### Clock network drawn from the DEF

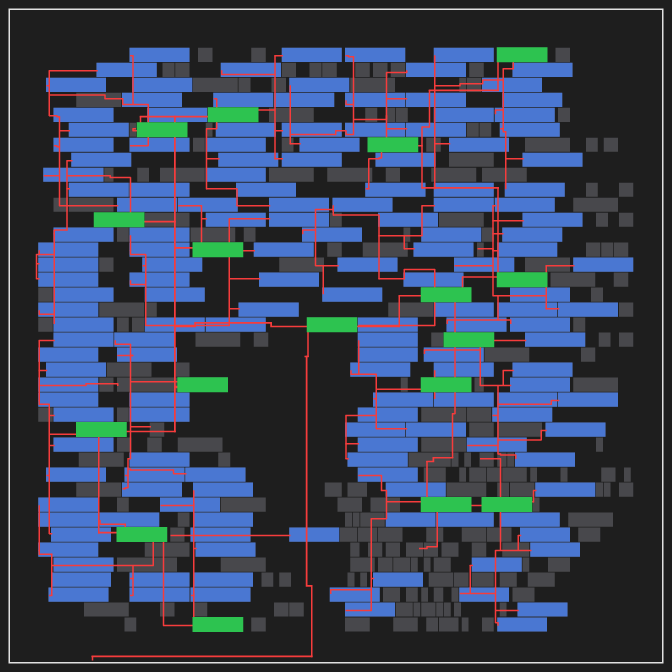
### Cells by drive strength

Bar = 20 um.
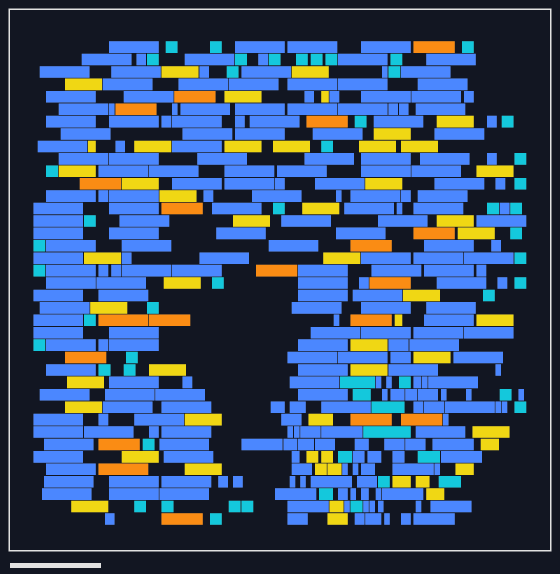
--- src/rtl/trail_manager.sv ---
// Per-core assignment trail stack: records each assignment in push order and
// unwinds entries above a target decision level one per cycle on backtrack.
module trail_manager #(
   parameter int DEPTH = 4,
   parameter int LVL_W = 4,
   parameter int CNT_W = $clog2(DEPTH + 1)
) (
   input  logic               clk,
   input  logic               rst_n,
   input  logic               push_valid,
   output logic               push_ready,
   input  logic [32+LVL_W:0]  push_entry,
   input  logic               bt_req,
   input  logic [LVL_W-1:0]   bt_level,
   output logic               bt_busy,
   output logic               bt_done,
   output logic               undo_valid,
   output logic [32+LVL_W:0]  undo_entry,
   input  logic               undo_ready,
   output logic [CNT_W-1:0]   count,
   output logic               empty,
   output logic               full,
   output logic [LVL_W-1:0]   cur_level,
   output logic               level_err,
   output logic               ovf_err
);

   localparam int IDX_W = (DEPTH > 1) ? $clog2(DEPTH) : 1;

   typedef struct packed {
      logic signed [31:0] literal;
      logic [LVL_W-1:0]   level;
      logic               is_forced;
   } trail_entry_t;

   typedef enum logic [1:0] {IDLE, BACKTRACK, DONE} state_t;

   state_t           state_reg;
   logic [CNT_W-1:0] count_reg;
   logic [LVL_W-1:0] lvl_reg;
   logic             run_reg;
   logic             level_err_reg;
   logic             ovf_err_reg;

   trail_entry_t     entry_mem [DEPTH];
   trail_entry_t     push_e;
   trail_entry_t     top_e;
   logic [IDX_W-1:0] top_idx;
   logic [DEPTH-1:0] wr_en;
   logic             push_fire;
   logic             pop_fire;

   assign push_e  = push_entry;
   assign top_idx = IDX_W'(count_reg - CNT_W'(1));
   assign top_e   = entry_mem[top_idx];

   always_comb begin
      empty      = (count_reg == '0);
      full       = (count_reg == CNT_W'(DEPTH));
      count      = count_reg;
      cur_level  = empty ? '0 : top_e.level;
      // run_reg holds push_ready low until the first clock after reset release
      push_ready = run_reg && (state_reg == IDLE) && !full && !bt_req;
      push_fire  = push_valid && push_ready;
      undo_valid = (state_reg == BACKTRACK) && !empty && (top_e.level > lvl_reg);
      undo_entry = ((state_reg == BACKTRACK) && !empty) ? top_e : '0;
      pop_fire   = undo_valid && undo_ready;
      bt_busy    = (state_reg != IDLE);
      bt_done    = (state_reg == DONE);
      level_err  = level_err_reg;
      ovf_err    = ovf_err_reg;
   end

   // One-hot write enable: an accepted push lands in the slot just above the top
   genvar gi;
   generate
      for (gi = 0; gi < DEPTH; gi++) begin : g_wr
         assign wr_en[gi] = push_fire && (count_reg == CNT_W'(gi));
      end
   endgenerate

   always_ff @(posedge clk) begin
      for (int i = 0; i < DEPTH; i++) begin
         if (wr_en[i]) entry_mem[i] <= push_e;
      end
   end

   always_ff @(posedge clk or negedge rst_n) begin
      if (!rst_n) begin
         state_reg     <= IDLE;
         count_reg     <= '0;
         lvl_reg       <= '0;
         run_reg       <= 1'b0;
         level_err_reg <= 1'b0;
         ovf_err_reg   <= 1'b0;
      end else begin
         run_reg <= 1'b1;
         case (state_reg)
            IDLE: begin
               if (push_fire) begin
                  count_reg <= count_reg + CNT_W'(1);
                  if (!empty && (push_e.level < cur_level)) level_err_reg <= 1'b1;
               end
               if (push_valid && full) ovf_err_reg <= 1'b1;
               if (bt_req) begin
                  lvl_reg   <= bt_level;
                  state_reg <= BACKTRACK;
               end
            end
            BACKTRACK: begin
               if (undo_valid) begin
                  if (pop_fire) count_reg <= count_reg - CNT_W'(1);
               end else begin
                  state_reg <= DONE;
               end
            end
            DONE:    state_reg <= IDLE;
            default: state_reg <= IDLE;
         endcase
      end
   end

endmodule

--- config.mk ---
export PLATFORM = sky130hd
export DESIGN_NAME = trail_manager
export DESIGN_NICKNAME = d
export VERILOG_FILES = /design/src/rtl/trail_manager.sv
export SDC_FILE = /design/constraint.sdc
export NUM_CORES = 1
export LEC_CHECK = 0
export CORE_MARGIN = 5
export CORE_UTILIZATION = 55
export DETAILED_ROUTE_END_ITERATION = 16
export DONT_BUFFER_PORTS = 1
export PLACE_DENSITY = 0.81
export SLEW_MARGIN = 20
export SYNTH_ARGS = -nofsm -noshare
export SYNTH_HDL_FRONTEND = slang
export SYNTH_SLANG_ARGS = --single-unit
--- constraint.sdc ---
create_clock -name clk -period 4.3 [get_ports clk]
set_clock_uncertainty 0.15 [all_clocks]
set_input_delay 0.645 -clock clk [delete_from_list [all_inputs] [get_ports clk]]
set_output_delay 0.645 -clock clk [all_outputs]
set_load 0.03 [all_outputs]
==> flow_metrics.tcl <==
# yosys + openroad results
set metrics [dict create \
    chipArea_um2 14000 \
    share_of_the_clock_period_used_by_the_worst_path 0.944 \
    simple_gate_area_frac 0.0588 \
    cap_violations 0 \
    synthTopCellsByArea "sky130_fd_sc_hd__edfxtp_1, sky130_fd_sc_hd__mux4_2, sky130_fd_sc_hd__dfrtp_1, sky130_fd_sc_hd__nor2b_1, sky130_fd_sc_hd__ha_1" \
    top_level_ports 98 \
    mappedNetlistNets 375 \
    maximum_clock_frequency_mhz 246 \
    area_growth_pct 15.5 \
    antenna_found_initial 0 \
    setup_viol 0 \
    path_cells "inv_1 -> ha_2 -> mux4_2 -> ha_1 -> nor2b_1 -> o211ai_1 -> a211oi_4" \
    share_of_the_synthesized_area_in_the_top_cell_type 0.689 \
    first_global_vias 3386 \
    fin_nets 426 \
    ao_oa_area_share 0.0155 \
    synth.yosys.num_cells 316 \
    distinct_lib_cells 37 \
    cts.sink_count 160 \
    run_status "finished clean" \
    post_cts_hold_buffer_count 1 \
    cp.required_ps 3500 \
    r2r_setup_slack_ps 790 \
    cts_root_buf "sky130_fd_sc_hd__clkbuf_16" \
    enable_flop_cells 148 \
    finish.utilization 0.649 \
    grt_start_max_net_pins 38 \
    min_delay_path_depth 0 \
    cts_tree "yes" \
    totalPowerFinal_mw 5.33 \
    floorplan.rows 39 \
    syn_area_um2 6450 \
    synth.logic.top_family "multiplexers" \
    cts.clk_slew.worst_paths_ps 60 \
    grt_first_pass_wirelength_um 18800 \
    irDropWorstVdd_mv 0.365 \
    rr_startpoint "count[1]" \
    flip_flop_count_of_the_largest_register_all_copies_and_words_added 148 \
    overflow 0 \
    actual_slew_at_the_worst_max_slew_pin_ps 1020 \
    die_y_extent_um 118 \
    slew_viol_final 0 \
    endpoint_kind "output port" \
    floorplan.initialDensity 0.562 \
    cp_slowest_stage_delay_ps 590 \
    critical_path_peak_fanout 13 \
    cts_inserted_buffers 17 \
    synth_seq_share 0.736 \
    timing.final.hold_violations 0 \
    synthCells 316 \
    detail_route.vias_per_cell 5.74 \
    route.detailed.wl_per_inst_um 22.7 \
    synth_warnings 0 \
    maxSlewHeadroom 0.323 \
    buffers_inserted_by_post_cts_timing_repair 0 \
    drt_pass1_iterations 4 \
    startpoint_type "register" \
    worst_path_max_delay_cell "sky130_fd_sc_hd__ha_2" \
    wire_length_after_detailed_routing_um 11900 \
    min_delay_startpoint "push_entry[10]" \
    reg2regPathDepth 9 \
    cellPowerDensity_nw_per_um2 716 \
    routabilityCongestion 0.802 \
    cts-resized-gates 0 \
    detailedRoute.firstIterationViolations 173 \
    leakage_nw 2.61 \
    crit-reg2reg-capture "count[1]" \
    via_count 3003 \
    ys_ff 160 \
    dp_hpwl_um 7380 \
    mux_share 0.139 \
    setup.worst_path.class "reg2out" \
    cts_htree_levels 4 \
    clockBufferDepth 2 \
    fin_tns_setup_ps 0 \
    grt_use_total 0.179 \
    post_route_cells_drive_above_1_share 0.329 \
    yosys-stat-area_um2 6450 \
    drc 0 \
    count_of_port_buffers_added_during_placement 0 \
    openroad.warnings 30 \
    n_antenna_cell 0 \
    postSynthAreaPerCell_um2 20.4 \
    ys_sh_xor 0.00407 \
    core_area_um2 11500 \
    arrival_ps 3270 \
    place_ws_ps 653 \
    worstHoldPathType "in2reg" \
    holdPathEnd "entry_mem[3][10]" \
    yosysTopAreaCell "sky130_fd_sc_hd__edfxtp_1" \
    adder_share 0.0252 \
    die.size.x_um 118 \
    rsz0062_at_grt "false" \
    post_route_antenna_net_violation_count 0 \
    postSynth.asyncResetShare 0.0750 \
    ff_type "sky130_fd_sc_hd__edfxtp_1" \
    final_period_minus_worst_setup_slack_ps 4060 \
]
## Picture notes: 'Clock network drawn from the DEF'
Red shows clock wires, length 1,690 um. Blue shows flip-flops, count 160. Green shows cells driving clock nets, count 17.
There are 18 routed clock nets. Position of the flops: all over the die.
Clk pwr share: 0.263
clock insertion delay at the later pin of the skew report: 410 ps
power drawn by the clock network: 1.40 mW

## Picture notes: 'Cells by drive strength'
Yellow shows drive 2, cells 52, share 14%, most used mux4_2. Orange shows drive 6 and up, cells 19, share 5.0%, most used clkbuf_16. Cyan shows drive 3 to 4, cells 54, share 14%, most used buf_4. Blue shows drive 1 or less, cells 255, share 67%, most used edfxtp_1.
least setup slack across all paths after layout: 239 ps
post-route cell area: 7450 um^2

-- cells in the mapped netlist, types with 2 or more instances --
cell                         n
sky130_fd_sc_hd__edfxtp_1  148
sky130_fd_sc_hd__mux4_2     37
sky130_fd_sc_hd__nor2b_1    34
sky130_fd_sc_hd__ha_1       13
sky130_fd_sc_hd__inv_1      13
sky130_fd_sc_hd__dfrtp_1    12
sky130_fd_sc_hd__nor2_1      7
sky130_fd_sc_hd__nand2_1     6
sky130_fd_sc_hd__buf_2       5
sky130_fd_sc_hd__mux2_2      4
sky130_fd_sc_hd__and3_1      3
sky130_fd_sc_hd__buf_6       3
sky130_fd_sc_hd__a21o_1      2
sky130_fd_sc_hd__and2_1      2
sky130_fd_sc_hd__buf_4       2
sky130_fd_sc_hd__mux2i_1     2
sky130_fd_sc_hd__nand2b_4    2
sky130_fd_sc_hd__xor2_1      2
-- through the flow --
step / cell area [um^2] / cells / hold WS, ps
after floorplan: 6450 / 316 / 199
after global placement: 6880 / 490 / 200
after detailed placement: 6880 / 490 / 200
after CTS: 7450 / 523 / 145
after global routing: 7450 / 523 / 142
final: 7450 / 523 / 170
-- layout make-up --
class | count | area (um^2)
Clock inverter | 13 | 121
Fill cell | 754 | 4020
Tap cell | 143 | 179
Sequential cell | 160 | 4750
Multi-Input combinational cell | 131 | 1580
Clock buffer | 19 | 433
Inverter | 13 | 48.8
Timing Repair Buffer | 44 | 333
-- layer usage --
layer | vias to the layer above | wire (um) | track usage
met4 | 0 | 167 | 0.0774
met1 | 1564 | 4510 | 0.207
met5 | - | 0 | 0
li1 | 1340 | - | -
met2 | 84 | 6380 | 0.297
met3 | 15 | 807 | 0.0721
-- placed cells by master, fill, tap and decap left out, drive strengths merged --
cell type	count
and2b	1
xor2	2
buf	43
o211ai	1
and2	3
a211oi	1
nor3b	1
a2111oi	1
inv	13
bufinv	2
nor2b	34
a31oi	1
nand2b	3
clkinvlp	3
and3	3
or2b	1
ha	13
edfxtp	148
mux2	4
a21oi	1
a21o	2
clkbuf	19
nand3	1
clkinv	8
nand2	6
dfrtp	12
mux2i	2
dlygate4sd3	1
o2111ai	1
xnor2	1
a31o	1
and4	1
mux4	37
nor2	7
o21ai	1
conb	1
-- how the worst max path moves through the flow --
stage	from	to	slack, ps	cells after the start
final	count[1]	undo_valid	240	7
after global routing	count[0]	undo_valid	30	7
after CTS	count[1]	undo_valid	170	7
after detailed placement	count[1]	undo_valid	650	7
after global placement	count[1]	undo_valid	720	7
after floorplan	count[0]	entry_mem[0][0]	320	8
-- worst max-delay path: cells and delay by family, from the launching register on --
family / cells / cell delay, ps
buffers and inverters: 1 / 160
adders and majority gates: 2 / 890
DFF: 1 / 570
AOI/OAI and AO/OA: 2 / 690
and+or+nand+nor: 1 / 130
muxes: 1 / 390
-- power by group --
part / leakage, nW / total (mW) / switching, mW / internal (mW)
registers: 1.47 / 1.89 / 0.113 / 1.78
clock network: 0.263 / 1.40 / 0.560 / 0.842
logic: 0.877 / 2.04 / 1.17 / 0.872
total: 2.61 / 5.33 / 1.84 / 3.49
Power is estimated from default activity; no workload was simulated.
